[src/rtl/dcdl_coarse_ctrl.sv]
// Coarse DCDL control: accepts a binary code and ramps the thermometer bus toward it
// one cell at a time, dwelling STEP_CYCLES clocks per step. Freeze pauses the ramp.
module dcdl_coarse_ctrl #(
    parameter int N_THM       = 31,
    parameter int CODE_W      = 5,
    parameter int STEP_CYCLES = 4,
    parameter int RESET_CODE  = 0
) (
    input  logic              clk,
    input  logic              rst,
    input  logic [CODE_W-1:0] code_in,
    input  logic              code_valid,
    output logic              code_ready,
    input  logic              freeze,
    output logic [N_THM-1:0]  thm,
    output logic [CODE_W-1:0] cur_code,
    output logic              busy,
    output logic              done
);

    localparam int DW = (STEP_CYCLES > 1) ? $clog2(STEP_CYCLES) : 1;
    localparam logic [DW-1:0]     DWELL_RELOAD = DW'(STEP_CYCLES - 1);
    localparam logic [CODE_W-1:0] RST_CODE     = CODE_W'(RESET_CODE);
    localparam logic [CODE_W-1:0] MAX_CODE     = CODE_W'(N_THM);

    typedef enum logic [0:0] {IDLE, RAMP} state_t;

    state_t            state_q, state_d;
    logic [CODE_W-1:0] cur_q, cur_d;
    logic [CODE_W-1:0] tgt_q, tgt_d;
    logic [DW-1:0]     dwell_q, dwell_d;
    logic [N_THM-1:0]  thm_q;
    logic              busy_q, busy_d;
    logic              done_q, done_d;
    logic [CODE_W-1:0] code_clamped;

    function automatic logic [N_THM-1:0] therm(input logic [CODE_W-1:0] c);
        logic [N_THM-1:0] t;
        t = '0;
        for (int i = 0; i < N_THM; i++) begin
            t[i] = (i < int'(c));
        end
        return t;
    endfunction

    assign code_clamped = (code_in > MAX_CODE) ? MAX_CODE : code_in;
    assign code_ready   = (state_q == IDLE);

    always_comb begin
        state_d = state_q;
        cur_d   = cur_q;
        tgt_d   = tgt_q;
        dwell_d = dwell_q;
        busy_d  = busy_q;
        done_d  = 1'b0;
        case (state_q)
            IDLE: begin
                if (code_valid) begin
                    tgt_d = code_clamped;
                    if (code_clamped == cur_q) begin
                        done_d = 1'b1;
                    end else begin
                        state_d = RAMP;
                        busy_d  = 1'b1;
                        dwell_d = DWELL_RELOAD;
                    end
                end
            end
            RAMP: begin
                if (!freeze) begin
                    if (dwell_q != '0) begin
                        dwell_d = dwell_q - 1'b1;
                    end else begin
                        // One cell per step keeps the delay line free of multi-bit code jumps
                        dwell_d = DWELL_RELOAD;
                        cur_d   = (cur_q < tgt_q) ? cur_q + 1'b1 : cur_q - 1'b1;
                        if (cur_d == tgt_q) begin
                            state_d = IDLE;
                            busy_d  = 1'b0;
                            done_d  = 1'b1;
                        end
                    end
                end
            end
            default: state_d = IDLE;
        endcase
    end

    always_ff @(posedge clk or posedge rst) begin
        if (rst) begin
            state_q <= IDLE;
            cur_q   <= RST_CODE;
            tgt_q   <= RST_CODE;
            dwell_q <= '0;
            thm_q   <= therm(RST_CODE);
            busy_q  <= 1'b0;
            done_q  <= 1'b0;
        end else begin
            state_q <= state_d;
            cur_q   <= cur_d;
            tgt_q   <= tgt_d;
            dwell_q <= dwell_d;
            thm_q   <= therm(cur_d);
            busy_q  <= busy_d;
            done_q  <= done_d;
        end
    end

    assign thm      = thm_q;
    assign cur_code = cur_q;
    assign busy     = busy_q;
    assign done     = done_q;

endmodule

[config.mk]
export PLATFORM = sky130hd
export DESIGN_NAME = dcdl_coarse_ctrl
export DESIGN_NICKNAME = d
export VERILOG_FILES = /design/src/rtl/dcdl_coarse_ctrl.sv
export SDC_FILE = /design/constraint.sdc
export NUM_CORES = 1
export LEC_CHECK = 0
export CORE_ASPECT_RATIO = 1.5
export CORE_MARGIN = 5
export CORE_UTILIZATION = 45
export DETAILED_ROUTE_END_ITERATION = 7
export GPL_TIMING_DRIVEN = 0
export PLACE_DENSITY = 0.7
export SLEW_MARGIN = 20
export SYNTH_ARGS = -nofsm -noshare
export SYNTH_HDL_FRONTEND = slang
export SYNTH_SLANG_ARGS = --single-unit
[constraint.sdc]
create_clock -name clk -period 3.3 [get_ports clk]
set_input_delay 0.66 -clock clk [delete_from_list [all_inputs] [get_ports clk]]
set_output_delay 0.66 -clock clk [all_outputs]
set_load 0.02 [all_outputs]
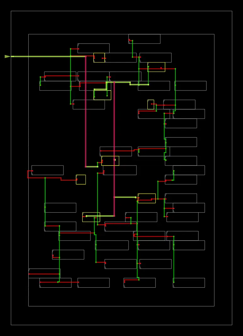
(images/final_clocks.png)
# clk buffers: 5
Flops: 45

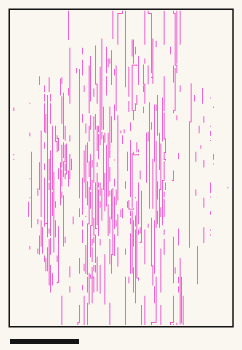
(images/met2.png)
Bar = 20 µm.
share of all routed wire: 56%
wire length on this layer: 2220 µm
main direction: vertical

==> results.toml <==
# flow metrics
[status]
outcome = "complete, no violations"

[global_routing]
track_usage_pct = 14.2
grt_max_degree = 38
grt_overflow = 0
use_met2_pct = 25.7
grtUsageMet1_pct = 15.4
antenna_found_initial = 0
top_usage_layer = "met2"
grt_pass1_wl_um = 6530

[setup_path]
crit_family = "simple AND/OR/NAND/NOR gates"
crit_top_cell = "ha_1"
critPathMaxStageDelay_ns = 0.50
crit_cells = 10
endpoint = "done$_DFF_PP0_"
setup.worst_path.start = "cur_code[1]$_DFF_PP0_"
r2r_slack_ns = 0.18
crit_required_ns = 3.54
path_buffers = 0
r2r-end = "done$_DFF_PP0_"
cp-end-kind = "flop"
rr_startpoint = "cur_code[1]$_DFF_PP0_"

[drt]
wl_met3_um = 190
viasPerCell = 5.05
dr.pass1.iters = 4
avgRoutedWirePerCell_um = 13.8
top_layer = "met4"
ant_nets = 0
drt_iter0_markers = 28

[finish]
signal_buffers = 56
nets = 257
ff_latch_area_um2 = 1130
area_growth_pct = 34.5
final_cell_mix = "clkdlybuf4s50_1 (47), dfrtp_1 (43), nor2_1 (20)"
clkCellAreaFrac_pct = 3.40
nFillCells = 376
comb_area_um2 = 769
diodes = 0
area_dominant_class = "registers"
largest_register_ffs = 31

[clock_tree]
postCtsSetupBuffers = 0
numClockSinks = 45
htree_levels = 2
path_clk_slew_ns = 0.09
cts_resized = 3
cts_inserted_buffers = 5
tritoncts = "built"

[synthesis]
topCellsByArea = "dfrtp_1 (57%), ha_1 (5.7%), xnor2_1 (4.0%)"
ys_seq_share_pct = 57.1
fp_nets = 200
aoi_share_pct = 8.32
ys_top_logic_family = "simple AND/OR/NAND/NOR gates"
ys.flop_type = "dfrtp_1"
synth_cell_type_count = 35
synth-xor-area-share_pct = 6.92
ys_sh_simple_pct = 14.7
synth_flops = 45
syn-cell-area_um2 = 1970
yosys_warnings = 0
yosys.area.top_type_share_pct = 57.1
ys_sh_adder_pct = 6.73
edf_count = 0
synth_top_cell_by_count = "dfrtp_1"
ys_sh_mux_pct = 1.59
synthArstFlopShare_pct = 100
ys_area_um2 = 1970
syn_area_per_cell_um2 = 10.9

[min_path]
whs_endpoint = "dwell_q[0]$_DFFE_PP0P_"
worstHoldStart = "dwell_q[0]$_DFFE_PP0P_"
hold_class = "flop to flop"

[timing]
post-route-period-util_pct = 94.6
finalHoldViolCount = 0
relSlewSlack_pct = 65.5
worst-slew-pin-transition_ns = 0.515
slew_violations = 0
period_needed_ns = 3.12
hold_slack_ns = 0.494
skew_ns = 0.0123
setup_tns_ns = 0
max_freq_mhz = 320

[place]
place_congestion = 0.767
placed_area_um2 = 2520
post-place-ws_ns = -0.245
port_buffers = 47
dp.cells = 275

[die]
row_count = 29
die_h_um = 91.1
fp_util_pct = 46.4
taps = 46
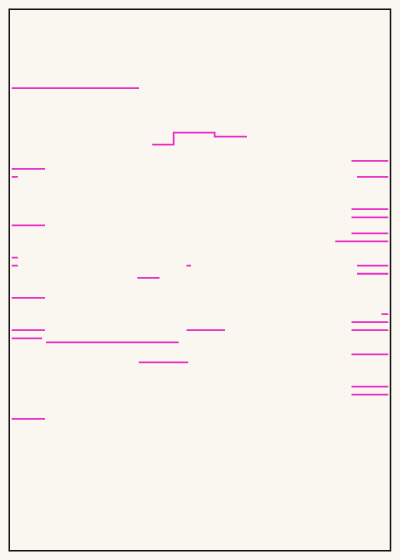
(images/met3.png)
share of all routed wire: 4.9%
longest straight run: 22.1 µm
grt met3 use: 2.72%
WL final: 3930 µm
via count: 1439

